File: src/rtl/uart_rx.sv
// UART receiver: 2-flop synchronised rx, mid-bit sampling, framing-error and overrun pulses.
// Optional even-parity bit between data and stop when UART_RX_PARITY_EN is defined.
module uart_rx #(
    parameter int unsigned CLKS_PER_BIT = 868,
    parameter int unsigned CNT_W        = 16
) (
    input  logic       clk,
    input  logic       rst,
    input  logic       rx,
    output logic [7:0] data_out,
    output logic       valid,
    input  logic       ack,
    output logic       frame_err,
    output logic       overrun
);

    localparam logic [CNT_W-1:0] FULL_M1 = CNT_W'(CLKS_PER_BIT - 1);
    localparam logic [CNT_W-1:0] HALF_M1 = CNT_W'(CLKS_PER_BIT / 2 - 1);

`ifdef UART_RX_PARITY_EN
    typedef enum logic [2:0] {IDLE, START, DATA, PARITY, STOP, WAIT_IDLE} state_t;
`else
    typedef enum logic [2:0] {IDLE, START, DATA, STOP, WAIT_IDLE} state_t;
`endif

    state_t           state_q;
    state_t           state_d;
    logic             rx_meta;
    logic             rxs;
    logic [CNT_W-1:0] cnt_q;
    logic [2:0]       idx_q;
    logic [7:0]       shift_q;
    logic             half_hit;
    logic             full_hit;

    logic             cnt_clr_c;
    logic             idx_clr_c;
    logic             shift_en_c;
    logic             load_c;
    logic             ferr_c;
`ifdef UART_RX_PARITY_EN
    logic             par_bad_q;
    logic             par_chk_c;
    logic             par_err_c;

    assign par_err_c = ^{shift_q, rxs};
`endif

    assign half_hit = (cnt_q == HALF_M1);
    assign full_hit = (cnt_q == FULL_M1);

    // State register
    always_ff @(posedge clk or posedge rst) begin
        if (rst) begin
            state_q <= IDLE;
        end else begin
            state_q <= state_d;
        end
    end

    // Next-state logic
    always_comb begin
        state_d = state_q;
        case (state_q)
            IDLE:      if (!rxs) state_d = START;
            START:     if (half_hit) state_d = rxs ? IDLE : DATA;
`ifdef UART_RX_PARITY_EN
            DATA:      if (full_hit && idx_q == 3'd7) state_d = PARITY;
            PARITY:    if (full_hit) state_d = STOP;
`else
            DATA:      if (full_hit && idx_q == 3'd7) state_d = STOP;
`endif
            // Return to IDLE mid stop bit so an immediately following start bit is caught
            STOP:      if (full_hit) state_d = rxs ? IDLE : WAIT_IDLE;
            WAIT_IDLE: if (rxs) state_d = IDLE;
            default:   state_d = IDLE;
        endcase
    end

    // Per-state control strobes for the datapath
    always_comb begin
        cnt_clr_c  = 1'b0;
        idx_clr_c  = 1'b0;
        shift_en_c = 1'b0;
        load_c     = 1'b0;
        ferr_c     = 1'b0;
`ifdef UART_RX_PARITY_EN
        par_chk_c  = 1'b0;
`endif
        case (state_q)
            IDLE, WAIT_IDLE: cnt_clr_c = 1'b1;
            START: begin
                if (half_hit) begin
                    cnt_clr_c = 1'b1;
                    idx_clr_c = 1'b1;
                end
            end
            DATA: begin
                if (full_hit) begin
                    cnt_clr_c  = 1'b1;
                    shift_en_c = 1'b1;
                end
            end
`ifdef UART_RX_PARITY_EN
            PARITY: begin
                if (full_hit) begin
                    cnt_clr_c = 1'b1;
                    par_chk_c = 1'b1;
                    ferr_c    = par_err_c;
                end
            end
`endif
            STOP: begin
                if (full_hit) begin
                    cnt_clr_c = 1'b1;
`ifdef UART_RX_PARITY_EN
                    load_c    = rxs & ~par_bad_q;
`else
                    load_c    = rxs;
`endif
                    ferr_c    = ~rxs;
                end
            end
            default: cnt_clr_c = 1'b1;
        endcase
    end

    // Synchroniser, bit counter and shift register
    always_ff @(posedge clk or posedge rst) begin
        if (rst) begin
            rx_meta <= 1'b1;
            rxs     <= 1'b1;
            cnt_q   <= '0;
            idx_q   <= 3'd0;
            shift_q <= 8'h00;
        end else begin
            rx_meta <= rx;
            rxs     <= rx_meta;
            cnt_q   <= cnt_clr_c ? '0 : cnt_q + CNT_W'(1);
            if (idx_clr_c) begin
                idx_q <= 3'd0;
            end else if (shift_en_c) begin
                idx_q <= idx_q + 3'd1;
            end
            if (shift_en_c) begin
                shift_q[idx_q] <= rxs;
            end
        end
    end

`ifdef UART_RX_PARITY_EN
    // Remembers a parity failure so the stop bit does not deliver the byte
    always_ff @(posedge clk or posedge rst) begin
        if (rst) begin
            par_bad_q <= 1'b0;
        end else if (idx_clr_c) begin
            par_bad_q <= 1'b0;
        end else if (par_chk_c) begin
            par_bad_q <= par_err_c;
        end
    end
`endif

    // Consumer-facing registers; a load wins over a simultaneous ack
    always_ff @(posedge clk or posedge rst) begin
        if (rst) begin
            data_out  <= 8'h00;
            valid     <= 1'b0;
            frame_err <= 1'b0;
            overrun   <= 1'b0;
        end else begin
            frame_err <= ferr_c;
            overrun   <= load_c & valid & ~ack;
            if (load_c) begin
                data_out <= shift_q;
                valid    <= 1'b1;
            end else if (ack) begin
                valid    <= 1'b0;
            end
        end
    end

endmodule
File: config.mk
export PLATFORM = sky130hd
export DESIGN_NAME = uart_rx
export DESIGN_NICKNAME = d
export VERILOG_FILES = /design/src/rtl/uart_rx.sv
export SDC_FILE = /design/constraint.sdc
export NUM_CORES = 1
export LEC_CHECK = 0
export CAP_MARGIN = 5
export CORE_MARGIN = 2
export CORE_UTILIZATION = 35
export DETAILED_ROUTE_END_ITERATION = 16
export DONT_BUFFER_PORTS = 1
export HOLD_SLACK_MARGIN = 0.03
export PLACE_DENSITY_LB_ADDON = 0.12
export SYNTH_ARGS = -nofsm -noshare
export SYNTH_HDL_FRONTEND = slang
export SYNTH_SLANG_ARGS = --single-unit
File: constraint.sdc
create_clock -name clk -period 3.6 [get_ports clk]
set_clock_uncertainty 0.1 [all_clocks]
set_input_delay 0.54 -clock clk [delete_from_list [all_inputs] [get_ports clk]]
set_output_delay 0.54 -clock clk [all_outputs]
set_load 0.02 [all_outputs]
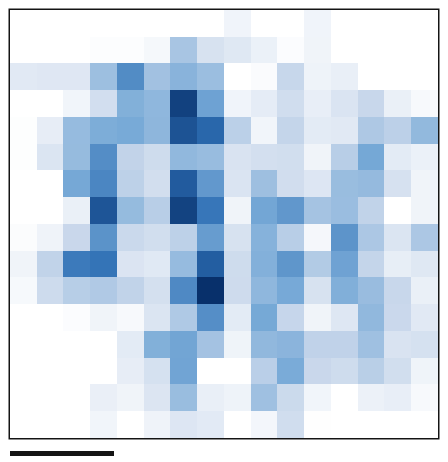
Figure 1: wiring heat map.
The bar under the picture is 20 um long. 16 x 16 tiles, from white (low) to dark blue (high), scaled to the fullest tile. Values are wire area over tile area, all layers added.
The mean over all tiles is 0.087. 25% of the tiles are nearly empty. The densest ninth of the die: middle. The fullest tile reaches 0.40. The emptiest ninth of the die: bottom left.

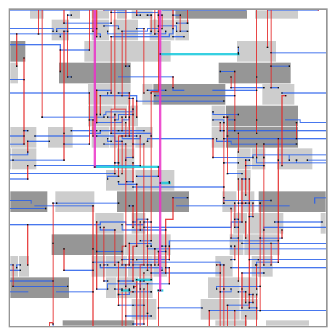
Figure 2: layout detail.
Window x 21 to 61, y 21 to 61 um. Cells in gray, sequential cells in the stronger gray; small squares are vias.
Key: M4 = magenta; M3 = cyan; M2 = red; M1 = blue
67 logic cells have their middle in the window. Most frequent: dfrtp_1 (10). Sequential cells in the window: 10. Netlist names of flops here include `cnt_q` (4), `idx_q` (3), `state_q` (2).

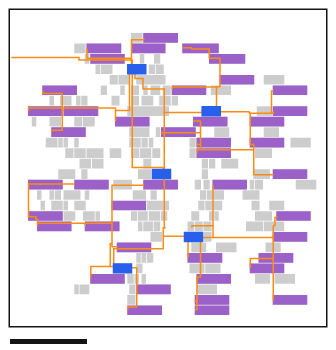
Figure 3: clock wires, drivers and flops.
The bar under the picture is 20 um long.
Key: flip-flops = purple [count 43]; clock wires = orange [length 575 um]; clock-net drivers = blue [count 5]
Position of the flops: all over the die. There are 6 routed clock nets.

==> flow_summary.json <==
{
  "status": "complete, no violations",
  "final_cell_mix": "41 x dfrtp_1, 20 x nor2_1, 11 x xor2_1, 9 x nand4_1, 9 x nand3_1",
  "fp_nets": 190,
  "ys.flops": 43,
  "async_flop_share": 1.000,
  "final.fill_count": 581,
  "synth_top_cell_by_area": "dfrtp_1",
  "crit_end": "state_q[0]",
  "crit_path_top_delay_cell": "a22oi_2",
  "buf_share": 0.003282,
  "ys_sh_adder": 0.02349,
  "yosysSeqAreaShare": 0.5062,
  "layout_setup_ws_ns": 1.055,
  "drive_gt1_frac": 0.1803,
  "area.combinational_um2": 974.7,
  "grt_max_degree": 44,
  "wirelength_um": 3815,
  "grtUsageMet1": 0.1499,
  "floorplanUtilization": 0.3620,
  "holdBufCountCts": 0,
  "hp-class": "in -> reg",
  "worst-path-stages": 5,
  "setup_violations": 0,
  "wl_met2_um": 1918,
  "portBuffers": 0,
  "inverters": 4,
  "r2r-end": "state_q[0]",
  "p_seq_mw": 0.487,
  "common_cells": "41 x dfrtp_1, 20 x nor2_1, 11 x xor2_1, 9 x nand3_1, 9 x nand4_1",
  "insertion_delay_ns": 0.30,
  "yosys_warnings": 0,
  "dieHeight_um": 82.03,
  "syn_to_final_growth_pct": 7.340,
  "grt_overflow": 0,
  "whs_path_depth": 0,
  "comb.multi_input.count": 127,
  "dp_hpwl_um": 2611,
  "clkSinkCount": 43,
  "fmax_mhz": 392.9,
  "synthCells": 182,
  "core_area_mm2": 0.005886,
  "ys_sh_xor": 0.04932,
  "crit_required_ns": 3.65,
  "tool_warnings": 27,
  "p_clk_mw": 0.390,
  "crit_path_start_kind": "flop",
  "final_cells": 258,
  "ys_cells": 182,
  "cts_resized": 0,
  "maxCapViolations": 0
}
